Fig. 1: run 1, cell classes on the final placement
Scale: 2 px per um.
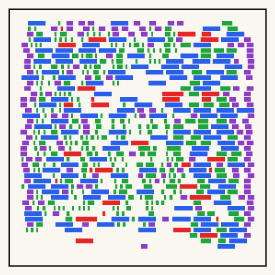
Fig. 2: run 1, wires at chosen ports, followed through buffers
Scale: 4 px per um.
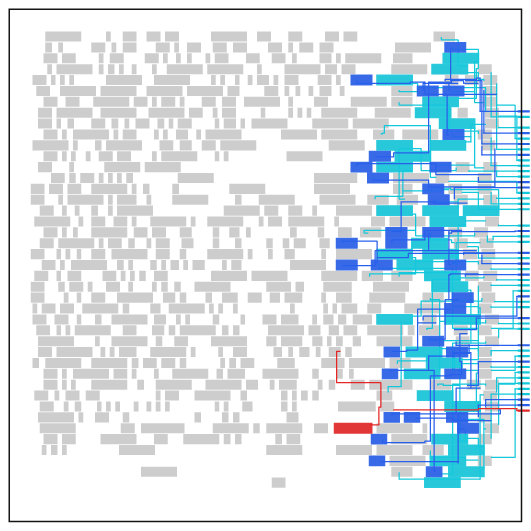
Fig. 3: run 1, clock nets
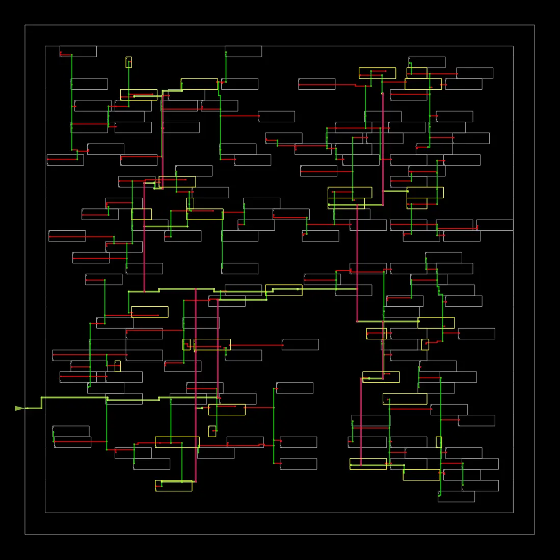
<file path="src/rtl/mem_access_ctrl_pkg.sv">
// Shared constants for the MEM-stage SRAM access controller: default widths,
// SRAM base address and the legacy-compatible FSM state encoding.
package mem_access_ctrl_pkg;

    localparam int WORD_WIDTH_DEF      = 32;
    localparam int SRAM_DATA_WIDTH_DEF = 16;
    localparam int SRAM_ADDR_WIDTH_DEF = 18;
    localparam int WAIT_CYCLES_DEF     = 5;
    localparam int BASE_ADDR_DEF       = 1024;

    localparam logic [1:0] ST_IDLE = 2'd0;
    localparam logic [1:0] ST_LOW  = 2'd1;
    localparam logic [1:0] ST_HIGH = 2'd2;
    localparam logic [1:0] ST_DONE = 2'd3;

    // Counter preload so that a phase lasts exactly `cycles` clocks.
    function automatic logic [3:0] wait_load(input int cycles);
        return 4'(cycles - 1);
    endfunction

endpackage

</file>
<file path="src/rtl/mem_access_ctrl_if.sv">
// External 16-bit SRAM bus; the controller drives it as master, the memory
// (or its model) responds as slave.
interface mem_access_ctrl_if
    #(
        parameter int SRAM_DATA_WIDTH = mem_access_ctrl_pkg::SRAM_DATA_WIDTH_DEF,
        parameter int SRAM_ADDR_WIDTH = mem_access_ctrl_pkg::SRAM_ADDR_WIDTH_DEF
    );

    logic [SRAM_ADDR_WIDTH-1:0] sram_addr;
    logic [SRAM_DATA_WIDTH-1:0] sram_wdata;
    logic [SRAM_DATA_WIDTH-1:0] sram_rdata;
    logic                       sram_we_n;
    logic                       sram_oe_n;

    modport master (
        output sram_addr,
        output sram_wdata,
        output sram_we_n,
        output sram_oe_n,
        input  sram_rdata
    );

    modport slave (
        input  sram_addr,
        input  sram_wdata,
        input  sram_we_n,
        input  sram_oe_n,
        output sram_rdata
    );

endinterface

</file>
<file path="src/rtl/mem_access_ctrl_wait_counter.sv">
// 4-bit wait-state down-counter with synchronous load/decrement and a zero
// flag; it times each halfword phase of the SRAM controller.
module wait_counter (
    input  logic       clk,
    input  logic       rst,
    input  logic       load,
    input  logic       dec,
    input  logic [3:0] load_val,
    output logic       zero
);

    logic [3:0] count_r;

    // Load has priority so a phase boundary can restart the count on the same edge.
    always_ff @(posedge clk or negedge rst) begin
        if (!rst) begin
            count_r <= 4'd0;
        end else if (load) begin
            count_r <= load_val;
        end else if (dec) begin
            count_r <= count_r - 4'd1;
        end else begin
            count_r <= count_r;
        end
    end

    assign zero = (count_r == 4'd0);

endmodule

</file>
<file path="src/rtl/mem_access_ctrl.sv">
// MEM-stage access controller: splits each 32-bit load/store into two timed
// halfword SRAM transactions, freezing the pipeline until the word completes.
module mem_access_ctrl
    import mem_access_ctrl_pkg::*;
    #(
        parameter int WORD_WIDTH      = WORD_WIDTH_DEF,
        parameter int SRAM_DATA_WIDTH = SRAM_DATA_WIDTH_DEF,
        parameter int SRAM_ADDR_WIDTH = SRAM_ADDR_WIDTH_DEF,
        parameter int WAIT_CYCLES     = WAIT_CYCLES_DEF,
        parameter int BASE_ADDR       = BASE_ADDR_DEF
    )
    (
        input  logic                  clk,
        input  logic                  rst,
        input  logic                  mem_read_in,
        input  logic                  mem_write_in,
        input  logic [WORD_WIDTH-1:0] addr_in,
        input  logic [WORD_WIDTH-1:0] wdata_in,
        output logic [WORD_WIDTH-1:0] rdata_out,
        output logic                  ready,
        output logic                  freeze,
        mem_access_ctrl_if.master     bus
    );

    localparam logic [3:0] WAIT_LOAD = wait_load(WAIT_CYCLES);

    logic [1:0]                 state_r;
    logic                       is_write_r;
    logic [SRAM_ADDR_WIDTH-2:0] word_r;
    logic [SRAM_DATA_WIDTH-1:0] wdata_hi_r;
    logic [SRAM_DATA_WIDTH-1:0] rdata_lo_r;
    logic [WORD_WIDTH-1:0]      rdata_r;
    logic                       ready_r;
    logic [SRAM_ADDR_WIDTH-1:0] addr_r;
    logic [SRAM_DATA_WIDTH-1:0] sram_wdata_r;
    logic                       we_n_r;
    logic                       oe_n_r;

    logic                       req_s;
    logic                       freeze_s;
    logic                       cnt_load_s;
    logic                       cnt_dec_s;
    logic                       cnt_zero_s;
    logic [WORD_WIDTH-1:0]      addr_off_s;
    logic [SRAM_ADDR_WIDTH-2:0] word_s;

    assign req_s      = mem_read_in | mem_write_in;
    assign addr_off_s = addr_in - WORD_WIDTH'(BASE_ADDR);
    assign word_s     = addr_off_s[2 +: SRAM_ADDR_WIDTH-1];

    wait_counter u_wait_counter (
        .clk      (clk),
        .rst      (rst),
        .load     (cnt_load_s),
        .dec      (cnt_dec_s),
        .load_val (WAIT_LOAD),
        .zero     (cnt_zero_s)
    );

    // Freeze and wait-counter control decoded from the current state.
    always_comb begin
        freeze_s   = 1'b0;
        cnt_load_s = 1'b0;
        cnt_dec_s  = 1'b0;
        case (state_r)
            ST_IDLE: begin
                freeze_s   = req_s;
                cnt_load_s = req_s;
            end
            ST_LOW: begin
                freeze_s = 1'b1;
                if (cnt_zero_s) begin
                    cnt_load_s = 1'b1;
                end else begin
                    cnt_dec_s = 1'b1;
                end
            end
            ST_HIGH: begin
                freeze_s  = 1'b1;
                cnt_dec_s = ~cnt_zero_s;
            end
            default: begin
                freeze_s = 1'b0;
            end
        endcase
    end

    // Held reset must not stall the pipeline even if a request is still presented.
    assign freeze = freeze_s & rst;

    // FSM, SRAM bus registers and load-data assembly.
    always_ff @(posedge clk or negedge rst) begin
        if (!rst) begin
            state_r      <= ST_IDLE;
            is_write_r   <= 1'b0;
            word_r       <= '0;
            wdata_hi_r   <= '0;
            rdata_lo_r   <= '0;
            rdata_r      <= '0;
            ready_r      <= 1'b0;
            addr_r       <= '0;
            sram_wdata_r <= '0;
            we_n_r       <= 1'b1;
            oe_n_r       <= 1'b1;
        end else begin
            case (state_r)
                ST_IDLE: begin
                    ready_r <= 1'b0;
                    if (req_s) begin
                        is_write_r   <= mem_write_in;
                        word_r       <= word_s;
                        wdata_hi_r   <= wdata_in[WORD_WIDTH-1 -: SRAM_DATA_WIDTH];
                        addr_r       <= {word_s, 1'b0};
                        sram_wdata_r <= wdata_in[SRAM_DATA_WIDTH-1:0];
                        we_n_r       <= ~mem_write_in;
                        oe_n_r       <= mem_write_in;
                        state_r      <= ST_LOW;
                    end else begin
                        we_n_r <= 1'b1;
                        oe_n_r <= 1'b1;
                    end
                end
                ST_LOW: begin
                    if (cnt_zero_s) begin
                        if (!is_write_r) begin
                            rdata_lo_r <= bus.sram_rdata;
                        end
                        addr_r       <= {word_r, 1'b1};
                        sram_wdata_r <= wdata_hi_r;
                        state_r      <= ST_HIGH;
                    end
                end
                ST_HIGH: begin
                    if (cnt_zero_s) begin
                        if (!is_write_r) begin
                            rdata_r <= {bus.sram_rdata, rdata_lo_r};
                        end
                        ready_r <= 1'b1;
                        we_n_r  <= 1'b1;
                        oe_n_r  <= 1'b1;
                        state_r <= ST_DONE;
                    end
                end
                ST_DONE: begin
                    // The pipeline advances on this edge, so the visible request is stale.
                    ready_r <= 1'b0;
                    state_r <= ST_IDLE;
                end
                default: begin
                    ready_r <= 1'b0;
                    we_n_r  <= 1'b1;
                    oe_n_r  <= 1'b1;
                    state_r <= ST_IDLE;
                end
            endcase
        end
    end

    assign rdata_out      = rdata_r;
    assign ready          = ready_r;
    assign bus.sram_addr  = addr_r;
    assign bus.sram_wdata = sram_wdata_r;
    assign bus.sram_we_n  = we_n_r;
    assign bus.sram_oe_n  = oe_n_r;

endmodule

</file>
<file path="src/flat_wrapper.sv">
// flat-port wrapper written by rule: the top's interface ports become plain ports
module mem_access_ctrl_flat import mem_access_ctrl_pkg::*;
#(
        parameter int WORD_WIDTH      = WORD_WIDTH_DEF,
        parameter int SRAM_DATA_WIDTH = SRAM_DATA_WIDTH_DEF,
        parameter int SRAM_ADDR_WIDTH = SRAM_ADDR_WIDTH_DEF,
        parameter int WAIT_CYCLES     = WAIT_CYCLES_DEF,
        parameter int BASE_ADDR       = BASE_ADDR_DEF
    )
  (clk, rst, mem_read_in, mem_write_in, addr_in, wdata_in, rdata_out, ready, freeze, bus_sram_addr, bus_sram_wdata, bus_sram_we_n, bus_sram_oe_n, bus_sram_rdata);
  mem_access_ctrl_if #(.SRAM_DATA_WIDTH(SRAM_DATA_WIDTH), .SRAM_ADDR_WIDTH(SRAM_ADDR_WIDTH)) bus_i ();
  input  logic clk;
  input  logic rst;
  input  logic mem_read_in;
  input  logic mem_write_in;
  input  logic [WORD_WIDTH-1:0] addr_in;
  input  logic [WORD_WIDTH-1:0] wdata_in;
  output logic [WORD_WIDTH-1:0] rdata_out;
  output logic ready;
  output logic freeze;
  output wire logic [$bits(bus_i.sram_addr)-1:0] bus_sram_addr;
  output wire logic [$bits(bus_i.sram_wdata)-1:0] bus_sram_wdata;
  output wire logic [$bits(bus_i.sram_we_n)-1:0] bus_sram_we_n;
  output wire logic [$bits(bus_i.sram_oe_n)-1:0] bus_sram_oe_n;
  input wire logic [$bits(bus_i.sram_rdata)-1:0] bus_sram_rdata;
  assign bus_sram_addr = bus_i.sram_addr;
  assign bus_sram_wdata = bus_i.sram_wdata;
  assign bus_sram_we_n = bus_i.sram_we_n;
  assign bus_sram_oe_n = bus_i.sram_oe_n;
  assign bus_i.sram_rdata = bus_sram_rdata;
  mem_access_ctrl #(.WORD_WIDTH(WORD_WIDTH), .SRAM_DATA_WIDTH(SRAM_DATA_WIDTH), .SRAM_ADDR_WIDTH(SRAM_ADDR_WIDTH), .WAIT_CYCLES(WAIT_CYCLES), .BASE_ADDR(BASE_ADDR)) u_core (.clk(clk), .rst(rst), .mem_read_in(mem_read_in), .mem_write_in(mem_write_in), .addr_in(addr_in), .wdata_in(wdata_in), .rdata_out(rdata_out), .ready(ready), .freeze(freeze), .bus(bus_i));
endmodule
</file>
<file path="config.mk">
export PLATFORM = sky130hd
export DESIGN_NAME = mem_access_ctrl_flat
export DESIGN_NICKNAME = d
export VERILOG_FILES = /design/src/rtl/mem_access_ctrl_pkg.sv /design/src/rtl/mem_access_ctrl_if.sv /design/src/rtl/mem_access_ctrl_wait_counter.sv /design/src/rtl/mem_access_ctrl.sv /design/src/flat_wrapper.sv
export SDC_FILE = /design/constraint.sdc
export NUM_CORES = 1
export LEC_CHECK = 0
export CELL_PAD_IN_SITES_DETAIL_PLACEMENT = 1
export CELL_PAD_IN_SITES_GLOBAL_PLACEMENT = 1
export CORE_MARGIN = 5
export CORE_UTILIZATION = 40
export DETAILED_ROUTE_END_ITERATION = 10
export MAX_ROUTING_LAYER = met4
export PLACE_DENSITY = 0.92
export SETUP_SLACK_MARGIN = 0.2
export SYNTH_ARGS = -nofsm -noshare
export SYNTH_HDL_FRONTEND = slang
export SYNTH_SLANG_ARGS = --single-unit
export TNS_END_PERCENT = 10
</file>
<file path="constraint.sdc">
create_clock -name clk -period 6.2 [get_ports clk]
set_clock_uncertainty 0.15 [all_clocks]
set_input_delay 0.93 -clock clk [delete_from_list [all_inputs] [get_ports clk]]
set_output_delay 0.93 -clock clk [all_outputs]
set_load 0.03 [all_outputs]
</file>
==> out/metrics.cfg, run 1 <==
[power]
leakage_nw = 3.53
switching_share = 0.392
p_switching_w = 0.00182
max-vdd-ir-drop_uv = 227
p_per_area_mw_per_mm2 = 610
p_int_w = 0.00283
share_comb_of_total_power = 0.465
clkPwrFrac = 0.216

[cells_and_area]
layout.nets = 701
lay_top_count = clkdlybuf4s50_1
drive_gt1_frac = 0.162
antenna_cells = 0
largest_register_ffs = 32
fin_util = 0.555
final_cells = 803
syn2layout_area_growth_pct = 37.5

[timing]
slew_headroom = 0.279
rsz0062_at_grt = false
fmax_mhz = 254
worst_slack_ns = 2.26
period_needed_ns = 3.94
finalClockPeriodUsage = 0.636
tightest_slew_ns = 1.08
holdWs_ns = 0.329
setup-violations-final = 0
finalSetupTns_ns = 0
finalHoldViolations = 0
drv_slew = 0

[flow_run]
cap_viol_max_count = 0
tool_warnings = 44

[place]
gp_congestion = 0.749
place_area_sq_mm = 0.00702
io_buffers = 138
dp.cells = 772
post-dp-hpwl_mm = 10.4
pre_cts_slack_ns = 2.26

[yosys]
seq_area_frac_synth = 0.565
ys_warn_count = 0
ys_ff = 125
synthAdderAreaFrac = 0.0136
synth-simple-area-share = 0.127
synthDistinctLibCells = 39
ff_type = dfrtp_1
edf_count = 0
topCellsByArea = dfrtp_1 (56%), mux2_4 (11%), nand2_1 (8.4%)
ys_cells = 474
synth_top_cell_by_area = dfrtp_1
ys_sh_mux = 0.176
fp_nets = 564
synth_chip_area_sq_mm = 0.00554
xor_share = 0.0111
syn_inst = 474
top_cell_area_share = 0.556
synthArstFlopShare = 1.00
synth.cell_area_sq_mm = 0.00554
ys_sh_aoi = 0.0714
ys_top_logic_family = multiplexers
synth_area_per_cell_sq_um = 11.7

[global_route]
met2_usage = 0.314
met1_usage = 0.230
antenna_found_initial = 0
first_global_vias = 4554
grt_start_max_net_pins = 85
grt_use_total = 0.195
grt_pass1_wl_mm = 24.0
use_met3 = 0.0667
globalRouteOverflowTotal = 0
grt_most_used_layer = met2

[route]
first_iter_violations = 208
met3WireLength_mm = 1.16
post_drt_wl_per_cell_um = 18.4
dr_wl_met2_mm = 7.08
final_antenna_net_count = 0
viasPerCell = 5.05
met1Wirelength_mm = 6.35
wl_mm = 14.8
vias = 4052
routed.top_layer = met4

[hold_path]
worstHoldPathCells = 2
min_to = u_core.wdata_hi_r[9]$_DFFE_PN0P_
hold_class = reg -> reg
min-delay-start = u_core.wdata_hi_r[9]$_DFFE_PN0P_

[cts]
clockBufferDepth = 2
cts_htree_levels = 4
cts_made_buffers = 17
tritoncts = done
cts_setup_buffers = 0
clk_pin_slew_ns = 0.05
cts_root_buffer = clkbuf_16
clk_latency_ns = 0.41

[worst_setup_path]
r2r_slack_ns = 3.56
worstSetupPathType = in -> out
r2r-start = u_core.state_r[1]$_DFFE_PN0P_
path_cells = clkdlybuf4s50_1, o21ai_4, buf_4, a21oi_1, clkdlybuf4s50_1
r2r_cells = 7
worstPathMaxFanout = 45
crit_path_top_delay_cell = clkdlybuf4s50_1
cp_top_family = buffers and inverters
worstSetupStartpoint = mem_write_in
crit_top_cell = clkdlybuf4s50_1
reg2reg_to = u_core.bus.sram_addr[1]$_DFFE_PN0P_
critPathBufInv = 3
cp.arrival_ns = 2.86
crit_path_max_incr_delay_ns = 0.61

[floorplanning]
die_w_um = 128
core_area_sq_mm = 0.0137
die_h_um = 128
row_count = 43
die_area_sq_mm = 0.0163
ios = 154
fp_util = 0.404

[run_status]
status = completed

About Fig. 1:
[green] remaining logic cells | cells: 325 | share of their area: 30%
[purple] remaining buffers and delay cells | cells: 142 | share of their area: 19%
[red] clock drivers and dummy loads | cells: 31 | share of their area: 8.1%
[blue] registers | cells: 125 | share of their area: 42%

About Fig. 2:
[red] `bus_sram_oe_n` | direction: output | end cells: 1 | buffers: 1 | wire: 65.4 um
[cyan] `rdata_out` | direction: output | end cells: 32 | buffers: 32 | wire: 1,210 um
[blue] `bus_sram_rdata` | direction: input | end cells: 32 | buffers: 16 | wire: 898 um

About Fig. 3:
clock sink total: 125
CLK BUF: 24

run 1: synth_stat cells, types with 2 or more instances:
library cell    n
nand2_1       124
dfrtp_1       123
mux2_4         40
mux2i_1        27
o21ai_1        21
o21ai_0        15
nor2_1         13
a21oi_1        12
buf_6           9
clkbuf_1        9
mux2_2          9
o21ai_2         8
inv_1           7
ha_1            6
nand3_1         6
nor3_1          6
o211ai_1        4
xnor2_1         4
buf_1           3
nor2b_1         3
nor3b_1         3
xor2_1          3
dfstp_2         2
nand2_4         2
run 1: worst max path at each step:
stage / cells past startpoint / slack [ns] / to
after CTS: 5 / 2.24 / freeze
after floorplan: 3 / 3.29 / freeze
final: 5 / 2.26 / freeze
after global placement: 5 / 2.25 / freeze
after global routing: 5 / 2.18 / freeze
after detailed placement: 5 / 2.26 / freeze
run 1: layout make-up:
type / count / area (sq um) / share of cell area
flip-flops and latches: 125 / 3130 / 0.411
well taps: 180 / 225 / 0.0296
clock buffers: 24 / 492 / 0.0645
multi-input cells: 318 / 2230 / 0.292
inverters: 7 / 26.3 / 0.00345
repair buffers: 142 / 1410 / 0.185
clock inverters: 7 / 110 / 0.0145
run 1: power by group through the flow:
| stage | clock network (W) | registers (W) | logic (W) |
|---|---|---|---|
| floorplan | 0 | 0.00185 | 0.00106 |
| global placement | 0 | 0.00144 | 0.00209 |
| detailed placement | 0 | 0.00149 | 0.00219 |
| CTS | 0.00103 | 0.00149 | 0.00221 |
| global route | 0.00107 | 0.00154 | 0.00234 |
| finish | 0.00101 | 0.00148 | 0.00216 |
Fig. 4: run 1, clock distribution
Scale: 4 px per um.
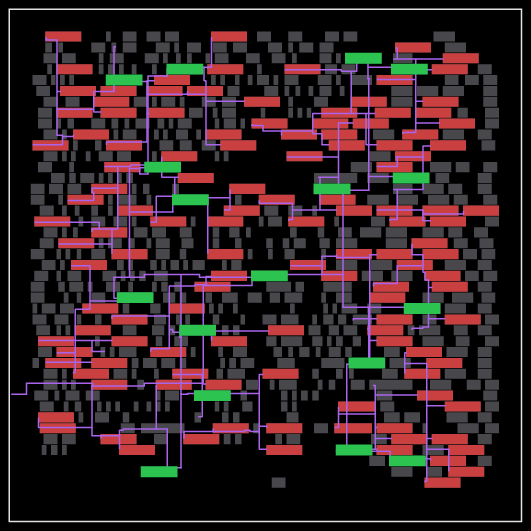

--- run 2 (diff from run 1) ---
CORE_UTILIZATION = 37   (was 40)
PLACE_DENSITY = 0.86   (was 0.92)
clock period = 3.75 ns   (was 6.2 ns; I/O delays follow)
Fig. 5: run 2, clock distribution
Scale: 4 px per um.
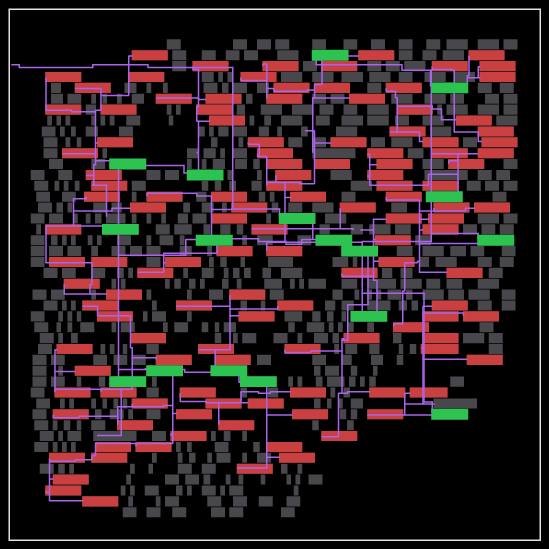
[red] flip-flops | count: 125
[green] clock-net drivers | count: 17
[purple] clock wires | length: 1,780 um
flops lie: widely spread

Fig. 6: run 2, metal 3
Scale: 3 px per um.
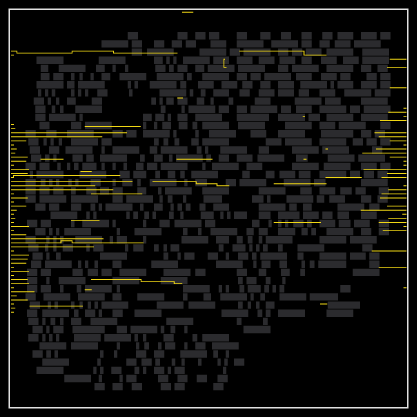
wire length on this layer: 917 um
share of all routed wire: 6.1%
longest straight run: 40.2 um
nets with wire on the layer: 89
main direction: horizontal

==> out/metrics.cfg, run 2 <==
[yosys]
synth.cell_area_sq_mm = 0.00554  ; unchanged
top_cell_area_share = 0.556  ; unchanged
synth_area_per_cell_sq_um = 11.7  ; unchanged
ys_ff = 125  ; unchanged
synthDistinctLibCells = 39  ; unchanged
edf_count = 0  ; unchanged
ys_warn_count = 0  ; unchanged
common_cells = nand2_1 (124), dfrtp_1 (123), mux2_4 (40), mux2i_1 (27), o21ai_1 (21)
synth_chip_area_sq_mm = 0.00554  ; unchanged
synth_top_cell_by_area = dfrtp_1
synthArstFlopShare = 1.00  ; unchanged
syn_inst = 474  ; unchanged
ff_type = dfrtp_1
seq_area_frac_synth = 0.565  ; unchanged
topCellsByArea = dfrtp_1 (56%), mux2_4 (11%), nand2_1 (8.4%)
fp_nets = 564  ; unchanged
yosysMostFrequentCell = nand2_1
ys_cells = 474  ; unchanged

[hold_path]
hold_class = in -> async

[run_status]
status = completed

[global_route]
met2_usage = 0.294  ; -0.0205
use_met3 = 0.0615  ; -0.00522
met1_usage = 0.210  ; -0.0202
grt_start_max_net_pins = 66  ; -22%
grt_most_used_layer = met2
globalRouteOverflowTotal = 0  ; unchanged
first_global_vias = 4499  ; -1.2%
antenna_found_initial = 0  ; unchanged
grt_pass1_wl_mm = 24.4  ; +1.5%
grt_use_total = 0.180  ; -0.0146

[cts]
cts_made_buffers = 17  ; unchanged
cts_setup_buffers = 0  ; unchanged
clockBufferDepth = 2  ; unchanged
tritoncts = done
cts_htree_levels = 4  ; unchanged
cts_sinks = 125  ; unchanged
clk_latency_ns = 0.42  ; about the same
cts_hold_buffers = 0
cts_root_buffer = clkbuf_16
cts.repair.resized = 0
clk_pin_slew_ns = 0.06  ; about the same

[worst_setup_path]
crit_path_top_delay_cell = clkdlybuf4s50_1
worstPathMaxFanout = 10  ; -78%
r2r_cells = 6  ; -1
crit_path_max_incr_delay_ns = 0.71  ; +0.10 ns
crit_path_end_kind = output pin
path_cells = inv_1, ha_1, o21ai_4, a21oi_1, clkdlybuf4s50_1
crit_end = freeze
r2r-start = u_core.state_r[1]$_DFFE_PN0P_
worstSetupStartpoint = u_core.state_r[1]$_DFFE_PN0P_
reg2reg_to = u_core.bus.sram_addr[15]$_DFFE_PN0P_
critPathBufInv = 2  ; -1
r2r_slack_ns = 1.16  ; -2.40 ns
cp.arrival_ns = 2.40  ; -0.46 ns
cp_top_family = buffers and inverters
worst_ep_required_time_ns = 3.04
worstSetupPathType = reg -> out
crit_cells = 5  ; unchanged
cp-start-kind = register

[floorplanning]
die_h_um = 132  ; +3.7%
row_count = 44  ; +2.3%
die_area_sq_mm = 0.0175  ; +7.5%
core_area_sq_mm = 0.0146  ; +6.3%
ios = 154  ; unchanged
die_w_um = 132  ; +3.7%
fp_util = 0.380  ; -0.0241

[timing]
tightest_slew_ns = 0.861  ; -0.220 ns
period_needed_ns = 3.11
setup-violations-final = 0  ; unchanged
finalHoldViolations = 0  ; unchanged
worst_slack_ns = 0.636  ; -1.62 ns
drv_slew = 0  ; unchanged
slew_headroom = 0.426  ; +0.147
holdWs_ns = 0.215  ; -0.114 ns
finalClockPeriodUsage = 0.830
rsz0062_at_grt = false
fmax_mhz = 321
finalSetupTns_ns = 0  ; unchanged

[flow_run]
cap_viol_max_count = 0  ; unchanged
tool_warnings = 44  ; unchanged

[cells_and_area]
layout.nets = 702  ; +0.14%
final_cells = 809  ; +0.75%
fin_util = 0.525  ; -0.0303
largest_register_ffs = 32  ; unchanged
fin_area_sq_mm = 0.00766
syn2layout_area_growth_pct = 38.3
final_cell_mix = clkdlybuf4s50_1 (137), nand2_1 (124), dfrtp_1 (123)
antenna_cells = 0  ; unchanged
drive_gt1_frac = 0.168  ; +0.00588
lay_top_count = clkdlybuf4s50_1

[route]
wl_mm = 15.1  ; +2.1%
post_drt_wl_per_cell_um = 18.7  ; +1.3%
final_antenna_net_count = 0  ; unchanged
vias = 4033  ; -0.47%
first_iter_violations = 185  ; -11%
viasPerCell = 4.99  ; -1.2%
drt_pass1_iterations = 4
drc_errors = 0

[power]
share_comb_of_total_power = 0.460  ; -0.005
p_per_area_mw_per_mm2 = 1020  ; +67%
seq_power_w = 0.00245  ; +66%
clkPwrFrac = 0.226  ; +0.010
p_switching_w = 0.00308  ; +69%
p_total_w = 0.00779
leakage_nw = 3.53  ; +0.14%
comb-power_w = 0.00358  ; +66%
maxPowerGroup = combinational cells
max-vdd-ir-drop_uv = 433  ; +91%
switching_share = 0.396  ; +0.00413
pwr-share-seq = 0.314
p_int_w = 0.00471  ; +66%
p_clk_w = 0.00176  ; +74%

[place]
pre_cts_slack_ns = 0.840  ; -1.42 ns
place_area_sq_mm = 0.00703  ; +0.18%
dp.cells = 777  ; +0.65%
gp_congestion = 0.775  ; +3.5%
io_buffers = 138  ; unchanged
post-dp-hpwl_mm = 10.5  ; +1.2%

==> run 2: worst min-delay path by stage <==
stage                                     endpoint  slack, ns  depth (start not counted)
6_report       u_core.bus.sram_addr[1]$_DFFE_PN0P_       0.22                          2
4_1_cts        u_core.bus.sram_addr[1]$_DFFE_PN0P_       0.23                          2
5_1_grt        u_core.bus.sram_addr[1]$_DFFE_PN0P_       0.28                          2
3_3_place_gp          u_core.word_r[5]$_DFFE_PN0P_       0.31                          2
2_1_floorplan  u_core.bus.sram_addr[0]$_DFFE_PN0P_       0.12                          0
3_5_place_dp          u_core.word_r[3]$_DFFE_PN0P_       0.32                          2
==> run 2: cell families (layout without fill, tap and decap cells) <==
family | Yosys count | after routing | share of synthesized area
and+or+nand+nor | 164 | 164 | 0.127
xor gates and xnor gates | 7 | 7 | 0.0111
buffers and inverters | 31 | 182 | 0.0359
adders and majority gates | 6 | 6 | 0.0136
DFF | 125 | 125 | 0.565
AOI/OAI and AO/OA | 65 | 65 | 0.0714
muxes | 76 | 76 | 0.176
==> run 2: cell type report <==
class / count / area, sq um
clock buffer: 19 / 443
clock inverter: 13 / 188
fill: 1520 / 6930
inverter: 7 / 26.3
multi-input combinational: 318 / 2230
sequential: 125 / 3130
tap: 184 / 230
timing repair buffer: 143 / 1420
==> run 2: layer usage <==
metal / part of all wire / wire, um / vias to the layer above
li1: - / - / 1876
met4: 0.013 / 202 / 0
met1: 0.42 / 6310 / 2029
met2: 0.51 / 7680 / 111
met3: 0.061 / 917 / 17
met5: 0 / 0 / -
==> run 2: worst register-to-register path, delay by kind of cell (launching register included) <==
family | cells | cell delay [ns]
AOI/OAI and AO/OA | 2 | 0.71
buffers and inverters | 1 | 0.13
DFF | 1 | 0.41
adders and majority gates | 1 | 0.43
and+or+nand+nor | 2 | 0.68
Fig. 7: run 2, cell classes on the final placement
Scale: 2 px per um.
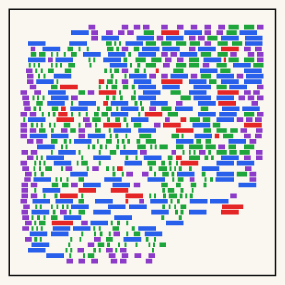

--- run 3 (diff from run 2) ---
clock period = 3.1 ns   (was 3.75 ns; I/O delays follow)
Fig. 8: run 3, cell classes on the final placement
Scale: 2 px per um.
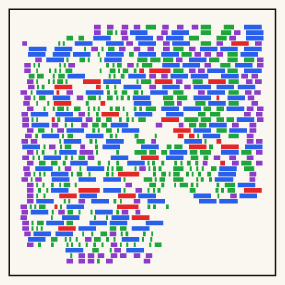
[green] remaining logic cells | cells: 325 | share of their area: 30%
[red] clock drivers and dummy loads | cells: 32 | share of their area: 8.3%
[purple] remaining buffers and delay cells | cells: 145 | share of their area: 19%
[blue] registers | cells: 125 | share of their area: 42%

Fig. 9: run 3, clock distribution
Scale: 4 px per um.
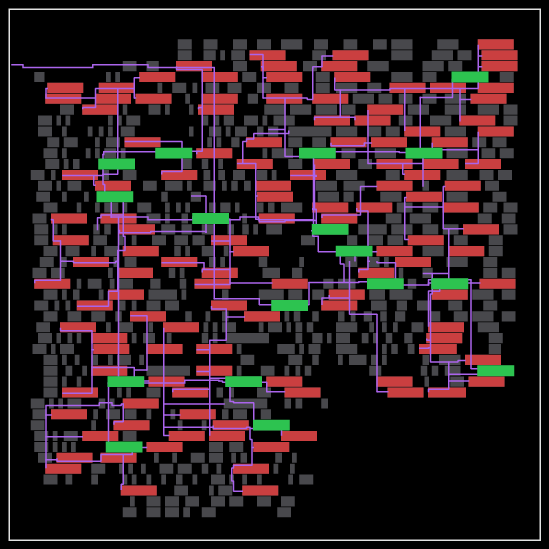
[purple] clock wires | length: 1,750 um
[red] flip-flops | count: 125
[green] clock-net drivers | count: 17
routed clock nets: 18
flops lie: widely spread

==> out/metrics.cfg, run 3 <==
[power]
clkPwrFrac = 0.220  ; -0.006
p_int_w = 0.00572  ; +22%
p_switching_w = 0.00379  ; +23%
leakage_nw = 3.54  ; +0.20%
share_comb_of_total_power = 0.466  ; +0.006
p_total_w = 0.00951  ; +22%
max-vdd-ir-drop_uv = 574  ; +32%

[yosys]
synth_top_cell_by_area = dfrtp_1
syn_inst = 474  ; unchanged
synthDistinctLibCells = 39  ; unchanged
synthArstFlopShare = 1.00  ; unchanged
ys_warn_count = 0  ; unchanged
seq_area_frac_synth = 0.565  ; unchanged
synth_area_per_cell_sq_um = 11.7  ; unchanged
top_cell_area_share = 0.556  ; unchanged
synth-simple-area-share = 0.127  ; unchanged
ys_top_logic_family = multiplexers
ys_sh_aoi = 0.0714  ; unchanged
ff_type = dfrtp_1
ys_cells = 474  ; unchanged
ys_ff = 125  ; unchanged
yosysMostFrequentCell = nand2_1
synth.cell_area_sq_mm = 0.00554  ; unchanged
synthAdderAreaFrac = 0.0136  ; unchanged
edf_count = 0  ; unchanged

[worst_setup_path]
crit_path_max_incr_delay_ns = 0.42  ; -0.29 ns
r2r_cells = 6  ; unchanged
cp.arrival_ns = 2.01  ; -0.39 ns
crit_path_end_kind = output pin
cp-start-kind = register
path_cells = inv_1, ha_2, inv_1, a21oi_1, dlygate4sd2_1
worstPathMaxFanout = 6  ; -4
critPathBufInv = 3  ; +1
worstSetupPathType = reg -> out
reg2reg_to = u_core.rdata_out[10]$_DFFE_PN0P_
r2r_slack_ns = 0.53  ; -0.63 ns

[cells_and_area]
antenna_cells = 0  ; unchanged
final_cells = 811  ; +0.25%
fill_cells = 1527  ; +0.46%
fin_area_sq_mm = 0.00768  ; +0.24%
drive_gt1_frac = 0.174  ; +0.00584
lay_top_count = clkdlybuf4s50_1
fin_util = 0.526  ; +0.00129
final_cell_mix = clkdlybuf4s50_1 (136), nand2_1 (124), dfrtp_1 (123)

[route]
wl_mm = 15.7  ; +3.6%
vias = 4056  ; +0.57%
drt_pass1_iterations = 4  ; unchanged
first_iter_violations = 192  ; +3.8%
drc_errors = 0  ; unchanged

[floorplanning]
die_w_um = 132  ; unchanged
die_h_um = 132  ; unchanged
fp_util = 0.380  ; unchanged
ios = 154  ; unchanged
core_area_sq_mm = 0.0146  ; unchanged
die_area_sq_mm = 0.0175  ; unchanged
row_count = 44  ; unchanged

[cts]
cts.repair.resized = 2  ; +2
clockBufferDepth = 2  ; unchanged
cts_made_buffers = 17  ; unchanged
tritoncts = done
cts_root_buffer = clkbuf_16
cts_htree_levels = 4  ; unchanged

[timing]
fmax_mhz = 380
holdWs_ns = 0.111  ; -0.105 ns
worst_slack_ns = 0.470  ; -0.166 ns
finalClockPeriodUsage = 0.848
setup-violations-final = 0  ; unchanged
period_needed_ns = 2.63
drv_slew = 0  ; unchanged
tightest_slew_ns = 0.861  ; +0.000505 ns
finalHoldViolations = 0  ; unchanged
finalSetupTns_ns = 0  ; unchanged

[run_status]
status = completed

[global_route]
grt_start_max_net_pins = 69  ; +4.5%
first_global_vias = 4618  ; +2.6%
antenna_found_initial = 0  ; unchanged
grt_use_total = 0.191  ; +0.0111
grt_pass1_wl_mm = 25.5  ; +4.8%

[place]
post-dp-hpwl_mm = 10.7  ; +2.1%
pre_cts_slack_ns = 0.391  ; -0.450 ns
gp_congestion = 0.770  ; -0.74%
dp.cells = 779  ; +0.26%

[flow_run]
cap_viol_max_count = 0  ; unchanged

[hold_path]
hold_class = in -> async

-- run 3: logic make-up (layout without fill, tap and decap cells) --
family / Yosys count / count (layout)
simple gates: 164 / 164
flops: 125 / 125
mux: 76 / 76
compound gates: 65 / 65
buf+inv: 31 / 184
xor+xnor: 7 / 7
fa+ha+maj: 6 / 6
-- run 3: area by class of cell --
class,instances,area [sq um],area share
clock inverters,15,195,0.0254
multi-input cells,318,2230,0.290
inverters,7,26.3,0.00342
clock buffers,17,425,0.0554
flip-flops and latches,125,3130,0.408
repair buffers,145,1440,0.188
well taps,184,230,0.0300
-- run 3: per-layer routing --
layer	GRT usage	wire, um
met4	0.0633	243
met3	0.0634	869
met5	-	0
met1	0.215	6400
met2	0.320	8130
-- run 3: worst reg2reg max path: cells and delay by family (launching register included) --
family        cells  cell delay [ns]
simple gates      3             1.14
mux               1             0.45
flops             1             0.41
buf+inv           1             0.07
fa+ha+maj         1             0.22
-- run 3: power groups by stage --
stage          Combinational [W]  Clock [W]  Sequential, W
5_1_grt                  0.00481    0.00222        0.00308
3_3_place_gp             0.00428          0        0.00290
4_1_cts                  0.00452    0.00214        0.00299
3_5_place_dp             0.00446          0        0.00299
6_report                 0.00444    0.00209        0.00298
2_1_floorplan            0.00212          0        0.00370
-- run 3: how the worst max path moves through the flow --
stage | start | end | slack (ns) | depth (start not counted)
finish | u_core.state_r[1]$_DFFE_PN0P_ | freeze | 0.47 | 5
floorplan | u_core.state_r[0]$_DFFE_PN0P_ | freeze | 0.68 | 6
global route | u_core.state_r[1]$_DFFE_PN0P_ | freeze | 0.33 | 5
detailed placement | mem_write_in | freeze | 0.39 | 4
CTS | u_core.state_r[1]$_DFFE_PN0P_ | freeze | 0.42 | 5
global placement | mem_write_in | freeze | 0.43 | 4
Power figures rest on the tool's default switching activity, not on a simulated workload.
